**Cell placement**

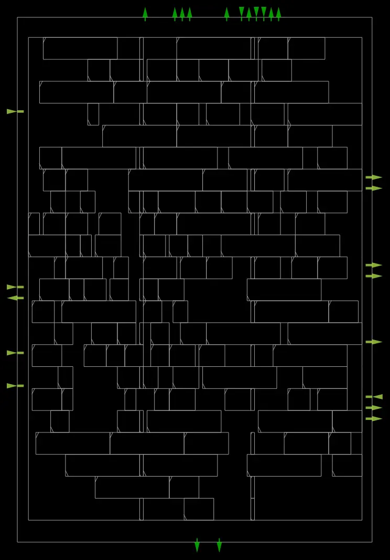
**M3 wires**

The bar under the picture is 10 µm long.
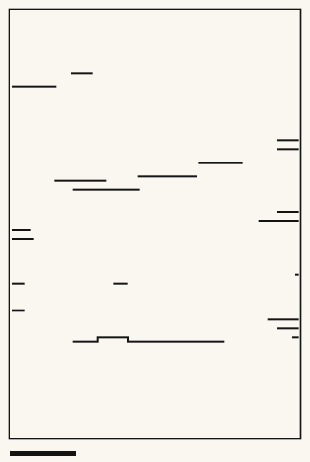
**Cells colored by class**

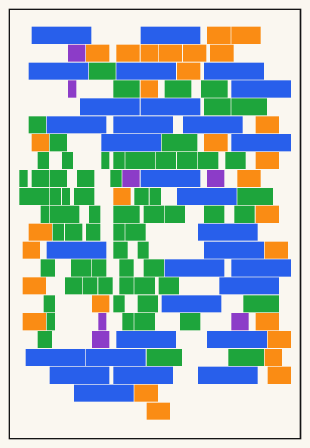
**Where the registers sit**

The bar under the picture is 10 µm long.
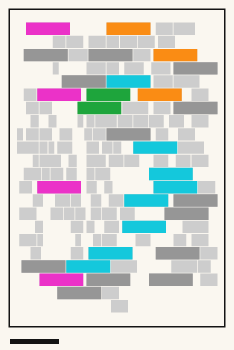
File: src/rtl/truth_sweep_gen_if.sv
// Bundle between the sweep engine, its controller and the unit under test.
// The engine takes the slave side; the controller and UUT together take the master side.
interface truth_sweep_gen_if #(
  parameter int IN_W  = 2,
  parameter int OUT_W = 3,
  parameter int SIG_W = 8
);
  logic             start;
  logic             loop_en;
  logic             hold;
  logic [IN_W-1:0]  dut_in;
  logic [OUT_W-1:0] dut_out;
  logic             busy;
  logic             vec_valid;
  logic [IN_W-1:0]  cap_vec;
  logic [OUT_W-1:0] cap_out;
  logic             done;
  logic [SIG_W-1:0] sig;

  modport master (
    output start, loop_en, hold, dut_out,
    input  dut_in, busy, vec_valid, cap_vec, cap_out, done, sig
  );

  modport slave (
    input  start, loop_en, hold, dut_out,
    output dut_in, busy, vec_valid, cap_vec, cap_out, done, sig
  );
endinterface

File: src/rtl/truth_sweep_gen.sv
// Exhaustive stimulus engine: walks every IN_W-bit vector, holds each for DWELL cycles,
// and folds the sampled responses into a MISR signature published at the end of each pass.
//
// state   | meaning
// --------+-------------------------------------------------------------
// ST_IDLE | waiting for start; dut_in parked at 0
// ST_RUN  | sweeping vectors; dwell counter runs unless hold is high
module truth_sweep_gen #(
  parameter int                IN_W  = 2,
  parameter int                OUT_W = 3,
  parameter int                DWELL = 10,
  parameter int                SIG_W = 8,
  parameter logic [SIG_W-1:0]  POLY  = 8'h1D
) (
  input  logic               clk,
  input  logic               rst_n,
  truth_sweep_gen_if.slave   bus
);

  localparam int              CNT_W      = (DWELL > 1) ? $clog2(DWELL) : 1;
  localparam logic [CNT_W-1:0] DWELL_LAST = CNT_W'(DWELL - 1);
  localparam logic [IN_W-1:0]  VEC_LAST   = '1;

  typedef enum logic {ST_IDLE, ST_RUN} state_t;

  state_t           r_state;
  state_t           w_state_nxt;
  logic [CNT_W-1:0] r_dwell;
  logic [IN_W-1:0]  r_vec;
  logic [SIG_W-1:0] r_acc;
  logic [SIG_W-1:0] w_acc_nxt;
  logic             r_vec_valid;
  logic             r_done;
  logic [IN_W-1:0]  r_cap_vec;
  logic [OUT_W-1:0] r_cap_out;
  logic [SIG_W-1:0] r_sig;
  logic             w_start;
  logic             w_sample;
  logic             w_last;

  assign w_start  = (r_state == ST_IDLE) && bus.start;
  assign w_sample = (r_state == ST_RUN) && !bus.hold && (r_dwell == DWELL_LAST);
  assign w_last   = (r_vec == VEC_LAST);

  always_comb begin
    w_acc_nxt = {r_acc[SIG_W-2:0], 1'b0}
              ^ (r_acc[SIG_W-1] ? POLY : {SIG_W{1'b0}})
              ^ SIG_W'(bus.dut_out);
  end

  always_ff @(posedge clk or negedge rst_n) begin
    if (!rst_n) begin
      r_state <= ST_IDLE;
    end else begin
      r_state <= w_state_nxt;
    end
  end

  always_comb begin
    w_state_nxt = r_state;
    case (r_state)
      ST_IDLE: begin
        if (bus.start) w_state_nxt = ST_RUN;
      end
      ST_RUN: begin
        // loop_en only matters at the final sample of a pass
        if (w_sample && w_last && !bus.loop_en) w_state_nxt = ST_IDLE;
      end
      default: w_state_nxt = ST_IDLE;
    endcase
  end

  always_ff @(posedge clk or negedge rst_n) begin
    if (!rst_n) begin
      r_dwell     <= '0;
      r_vec       <= '0;
      r_acc       <= '0;
      r_vec_valid <= 1'b0;
      r_done      <= 1'b0;
      r_cap_vec   <= '0;
      r_cap_out   <= '0;
      r_sig       <= '0;
    end else begin
      r_vec_valid <= 1'b0;
      r_done      <= 1'b0;
      if (w_start) begin
        r_dwell <= '0;
        r_vec   <= '0;
        r_acc   <= '0;
      end else if (w_sample) begin
        r_dwell     <= '0;
        r_vec       <= r_vec + 1'b1;
        r_cap_vec   <= r_vec;
        r_cap_out   <= bus.dut_out;
        r_vec_valid <= 1'b1;
        if (w_last) begin
          r_sig  <= w_acc_nxt;
          r_done <= 1'b1;
          r_acc  <= '0;
        end else begin
          r_acc <= w_acc_nxt;
        end
      end else if ((r_state == ST_RUN) && !bus.hold) begin
        r_dwell <= r_dwell + 1'b1;
      end
    end
  end

  // vec wraps to 0 after the last vector, so it already reads 0 whenever idle
  assign bus.dut_in    = r_vec;
  assign bus.busy      = (r_state == ST_RUN);
  assign bus.vec_valid = r_vec_valid;
  assign bus.done      = r_done;
  assign bus.cap_vec   = r_cap_vec;
  assign bus.cap_out   = r_cap_out;
  assign bus.sig       = r_sig;

endmodule

File: src/flat_wrapper.sv
// flat-port wrapper written by rule: the top's interface ports become plain ports
module truth_sweep_gen_flat 
#(
  parameter int                IN_W  = 2,
  parameter int                OUT_W = 3,
  parameter int                DWELL = 10,
  parameter int                SIG_W = 8,
  parameter logic [SIG_W-1:0]  POLY  = 8'h1D
)
  (clk, rst_n, bus_start, bus_loop_en, bus_hold, bus_dut_out, bus_dut_in, bus_busy, bus_vec_valid, bus_cap_vec, bus_cap_out, bus_done, bus_sig);
  truth_sweep_gen_if #(.IN_W(IN_W), .OUT_W(OUT_W), .SIG_W(SIG_W)) bus_i ();
  input  logic clk;
  input  logic rst_n;
  input wire logic [$bits(bus_i.start)-1:0] bus_start;
  input wire logic [$bits(bus_i.loop_en)-1:0] bus_loop_en;
  input wire logic [$bits(bus_i.hold)-1:0] bus_hold;
  input wire logic [$bits(bus_i.dut_out)-1:0] bus_dut_out;
  output wire logic [$bits(bus_i.dut_in)-1:0] bus_dut_in;
  output wire logic [$bits(bus_i.busy)-1:0] bus_busy;
  output wire logic [$bits(bus_i.vec_valid)-1:0] bus_vec_valid;
  output wire logic [$bits(bus_i.cap_vec)-1:0] bus_cap_vec;
  output wire logic [$bits(bus_i.cap_out)-1:0] bus_cap_out;
  output wire logic [$bits(bus_i.done)-1:0] bus_done;
  output wire logic [$bits(bus_i.sig)-1:0] bus_sig;
  assign bus_i.start = bus_start;
  assign bus_i.loop_en = bus_loop_en;
  assign bus_i.hold = bus_hold;
  assign bus_i.dut_out = bus_dut_out;
  assign bus_dut_in = bus_i.dut_in;
  assign bus_busy = bus_i.busy;
  assign bus_vec_valid = bus_i.vec_valid;
  assign bus_cap_vec = bus_i.cap_vec;
  assign bus_cap_out = bus_i.cap_out;
  assign bus_done = bus_i.done;
  assign bus_sig = bus_i.sig;
  truth_sweep_gen #(.IN_W(IN_W), .OUT_W(OUT_W), .DWELL(DWELL), .SIG_W(SIG_W), .POLY(POLY)) u_core (.clk(clk), .rst_n(rst_n), .bus(bus_i));
endmodule
File: config.mk
export PLATFORM = sky130hd
export DESIGN_NAME = truth_sweep_gen_flat
export DESIGN_NICKNAME = d
export VERILOG_FILES = /design/src/rtl/truth_sweep_gen_if.sv /design/src/rtl/truth_sweep_gen.sv /design/src/flat_wrapper.sv
export SDC_FILE = /design/constraint.sdc
export NUM_CORES = 1
export LEC_CHECK = 0
export CORE_ASPECT_RATIO = 1.5
export CORE_UTILIZATION = 50
export DETAILED_ROUTE_END_ITERATION = 7
export GPL_ROUTABILITY_DRIVEN = 0
export PLACE_DENSITY = 0.87
export SYNTH_ARGS = -nofsm -noshare
export SYNTH_HDL_FRONTEND = slang
export SYNTH_SLANG_ARGS = --single-unit
File: constraint.sdc
create_clock -name clk -period 1.95 [get_ports clk]
set_input_delay 0.39 -clock clk [delete_from_list [all_inputs] [get_ports clk]]
set_output_delay 0.39 -clock clk [all_outputs]
set_load 0.05 [all_outputs]
==> summary.txt <==
Flow results are below.

- The worst hold margin is approximately 0.45 ns, for reference.
- The end of the worst register-to-register path is u_core.r_acc[5]$_DFFE_PN0P_, for reference.
- The multi-input combinational cells in the finished layout cover a total of ~530 µm².
- Per the STA report, the cell with the highest stage delay on the worst path is sky130_fd_sc_hd__clkdlybuf4s50_1.
- The largest voltage drop on the vdd net is 1.02 mV, for reference.
- Entering global routing, the biggest net connects 31 pins.
- The post-placement cell area is 0.00160 mm², for reference.
- The flow reports an fmax of around 0.53 GHz.
- The share of the synthesized area in the top cell type is 0.567, for reference.
- Per the detail_route report, DRC violations left total 0.
- The number of cells traversed by the worst register-to-register path is 5, for reference.
- The via count of the first global-routing pass is 985, for reference.
- The deepest level of the CTS H-tree is 2, for reference.
- During I/O placement, the number of pins put on the boundary was 26.
- Of the total power, combinational logic draws 0.384.
- The chip area line in the Yosys stat output reads 0.00133 mm².
- The sequential fraction of design power is 0.451, for reference.
- The final hold violation count is 0, for reference.
- Of all the cell area in the finished design, non-clock buffers hold 0.167.
- The signed area change from the synthesized netlist to the final layout is 24.1%, for reference.
- The critical path arrival is 1.51 ns, for reference.
- The number of setup buffers added after CTS is 0.
- Dividing the final minimum period by the clock period gives 0.973.
- The count of cells in the finished layout, fillers not included, comes to approximately 160.
- The number of buffers added to fix hold violations after cts is 0, for reference.
- The minimum clock period after layout is ~1.9 ns, for reference.
- For this run the aggregate overflow at the end of global routing stands at 0.
- The tree is rooted in a sky130_fd_sc_hd__clkbuf_4.
- The sequential cells in the finished layout cover a total of approximately 750 µm².
- The combinational group power is approximately 0.77 mW, for reference.
- The run reported a max-capacitance violation count of 0.
- Leaving out the clock tree, the finished layout contains a buffer count of 29.
- The switching power is roughly 0.78 mW, for reference.
- The internal power is 1.22 mW, for reference.
- Summed over all nets, the half-perimeter wirelength after detailed placement is roughly 1800 µm.
- The startpoint type of the worst setup path is a flop, for reference.
- The required time of the critical path is 1.56 ns, for reference.
- The post-layout total power is between 2 and 2.5 mW, for reference.
- The run finished with clean final reports.
- Of the total synthesized cell area, the portion taken by full adders, half adders and majority gates is 0.0283.
- STA classifies the critical path endpoint as a primary output.
- The number of nets at floorplan is between 100 and 150, for reference.
- The switching portion of total power comes to 0.390.
- The number of standard cells reported by yosys is between 100 and 150, for reference.
- Grouping non-sequential cells by family puts the most area in AND-OR/OR-AND gates.
- The final layout reports a setup TNS of 0 ns.
- The reg-to-reg critical path startpoint is u_core.r_dwell[1]$_DFFE_PN0P_, for reference.
- The synthesized area per cell is roughly 13 µm², for reference.
- Summing over the stages, the warning tally comes to 27.
- For this run, the total global-route usage over all layers was measured as 0.212.
- Setup repair after global routing left no endpoint under its margin.
- The family with the most delay on the worst path is buffers and inverters, for reference.
- The final setup slack of the worst path is 0.0521 ns, for reference.
- For reference, the placement row count at floorplan is 22.
- The first routing iteration left 20 violations.
- The largest power group is sequential cells, for reference.
- In this run the full chip footprint comes out at 0.00286 mm².
- By area, the class that comes first in the final layout consists of flip-flops and latches.
- The final max-slew violation count recorded for this run is 0.
- On the final layout, the worst clock skew is approximately 0.0058 ns.
- The script logs the mean routed wire length per placed instance as around 16 µm.
- The number of inserted diodes is 0, for reference.
- The main area contributors are sky130_fd_sc_hd__dfrtp_1, sky130_fd_sc_hd__mux2_4, sky130_fd_sc_hd__mux2_2.
- The layout has 3 inverters outside the clock class.
- The number of buffers and inverters on the critical path is 1, for reference.
- The clock input transition at the sequential cells of the worst setup and hold paths is 0.09 ns, for reference.
- The count of fill cells added during filler insertion is 190, for reference.
- Counting distinct cell types in the post-synthesis netlist gives 31.
- Of all nets on the critical path, the largest fanout is 2.
- After technology mapping, the gate count stands at between 100 and 150.
- The area fraction in and, or, nand and nor cells is 0.0888, for reference.
- The flow reported a cell area power density of approximately 1200 mW/mm².
- The commonest cells after synthesis are sky130_fd_sc_hd__dfrtp_1, sky130_fd_sc_hd__a22o_1, sky130_fd_sc_hd__mux2_4.
- The number of antenna violations at the first check in global routing was 0.
- Looking at the gate-level netlist, the highest instance count belongs to sky130_fd_sc_hd__dfrtp_1.
- In this run the register-to-register setup slack is roughly 0.21 ns.
- The multiplexer fraction of the synthesized cell area is 0.110, for reference.
- The fraction of cell area in multi-input combinational cells is reported as 0.323.
- The clock net sink count is 30, for reference.
- In the final layout, the clock buffer count is 7.
- The post-cts gate resize count is 0, for reference.
- From bottom edge to top edge, the die measures ~65 µm.
- Of the total synthesized cell area, the portion taken by AND-OR and OR-AND cells is 0.134.
- The post-route standard cell area excluding fillers is ~0.0016 mm², for reference.
- The largest stage delay on the critical path is 0.81 ns, for reference.
- Of the total power, the clock network draws 0.165.
- For this floorplan the total number of well-tap instances is 24.
- Yosys mapped a number of flops with a built-in enable equal to 0.
- The synthesis stat section lists a flop and latch total of 30.
- Measured on the final layout, the clock distribution area share stands at 0.0274.
- For the pin with the worst max-slew slack, the measured transition is ~0.68 ns.
- The net count of the finished layout is ~140, for reference.
- The relative slew slack is 0.541, for reference.
- The routed design shows a via density per instance of roughly 5.7.
- The clock latency of the later-clocked register in the worst-skew pair is between 0.3 and 0.4 ns, for reference.
- The share of the Yosys chip area taken by registers is 0.567.
- The synthesis report gives the async set-or-reset register share as 1.00.
- The sequential share of cell area is 0.457, for reference.
- Per STA, the worst path is made up of clkdlybuf4s50_1.
- The most instantiated flip-flop cell in the synthesis netlist is sky130_fd_sc_hd__dfrtp_1, for reference.
- The flip-flop and latch power is slightly above 0.9 mW, for reference.
- In this run the deepest clock path goes through 2 buffers.
- The number of detailed-route iterations in the first pass is 6, for reference.
- The critical path start-end classification is flop to primary output, for reference.
- The power report lists the clock group at about 0.33 mW.
About 'cell placement':
area inside the core boundary: 0.00248 mm²
post-layout util: 0.664
sequential cell count of the final layout: 30

About 'M3 wires':
main direction: horizontal
share of all routed wire: 4.0%
wirelength, routed: 2500 µm
GR met3 Demand/Resource: 0.0669
total number of vias: 902

About 'cells colored by class':
[blue] flops | cells: 30 | share of their area: 47%
[purple] clock drivers and dummy loads | cells: 7 | share of their area: 2.8%
[green] combinational and other logic | cells: 67 | share of their area: 34%
[orange] other buffers and delay cells | cells: 29 | share of their area: 17%

About 'where the registers sit':
[magenta] `u_core.r_dwell` | placed flops: 4
[orange] `u_core.bus.cap_out` | placed flops: 3
[green] `u_core.bus.dut_in` | placed flops: 2
[cyan] `u_core.r_acc` | placed flops: 8
not colored: 13

how the worst max path moves through the flow:
stage	start	to	slack, ns	depth (start not counted)
global placement	bus_hold	u_core.bus.sig[1]$_DFFE_PN0P_	0.12	4
finish	u_core.bus.sig[3]$_DFFE_PN0P_	bus_sig[3]	0.05	1
CTS	u_core.bus.sig[3]$_DFFE_PN0P_	bus_sig[3]	0.04	1
detailed placement	bus_hold	u_core.r_acc[5]$_DFFE_PN0P_	0.06	4
floorplan	u_core.bus.busy$_DFF_PN0_	u_core.bus.sig[0]$_DFFE_PN0P_	0.25	4
global route	u_core.r_dwell[0]$_DFFE_PN0P_	u_core.r_acc[5]$_DFFE_PN0P_	0.007	4
placed cells by master, fill, tap and decap left out, drive strengths merged:
| cell type | synthesis | layout |
|---|---|---|
| dfrtp | 30 | 30 |
| clkdlybuf4s50 | 0 | 21 |
| mux2 | 11 | 11 |
| buf | 2 | 7 |
| clkbuf | 2 | 7 |
| a22o | 6 | 6 |
| a21oi | 6 | 6 |
| o21ai | 5 | 5 |
| xnor2 | 4 | 4 |
| o31ai | 4 | 4 |
| inv | 3 | 3 |
| a31oi | 3 | 3 |
| ha | 3 | 3 |
| nand2b | 2 | 2 |
| xor2 | 2 | 2 |
| nand3 | 2 | 2 |
| or3 | 2 | 2 |
| o2bb2ai | 2 | 2 |
| or4 | 2 | 2 |
| nor2 | 2 | 2 |
| nand3b | 1 | 1 |
| and3b | 1 | 1 |
| and2b | 1 | 1 |
| and3 | 1 | 1 |
| nor3 | 1 | 1 |
| nor2b | 1 | 1 |
| nand2 | 1 | 1 |
| and2 | 1 | 1 |
| dlymetal6s2s | 0 | 1 |
metal layers:
layer  routed length (µm)  global-route usage
met5                    0                   0
met4                   55               0.106
met3                   99              0.0669
met2                 1310               0.346
met1                 1030               0.244
Power figures rest on the tool's default switching activity, not on a simulated workload.
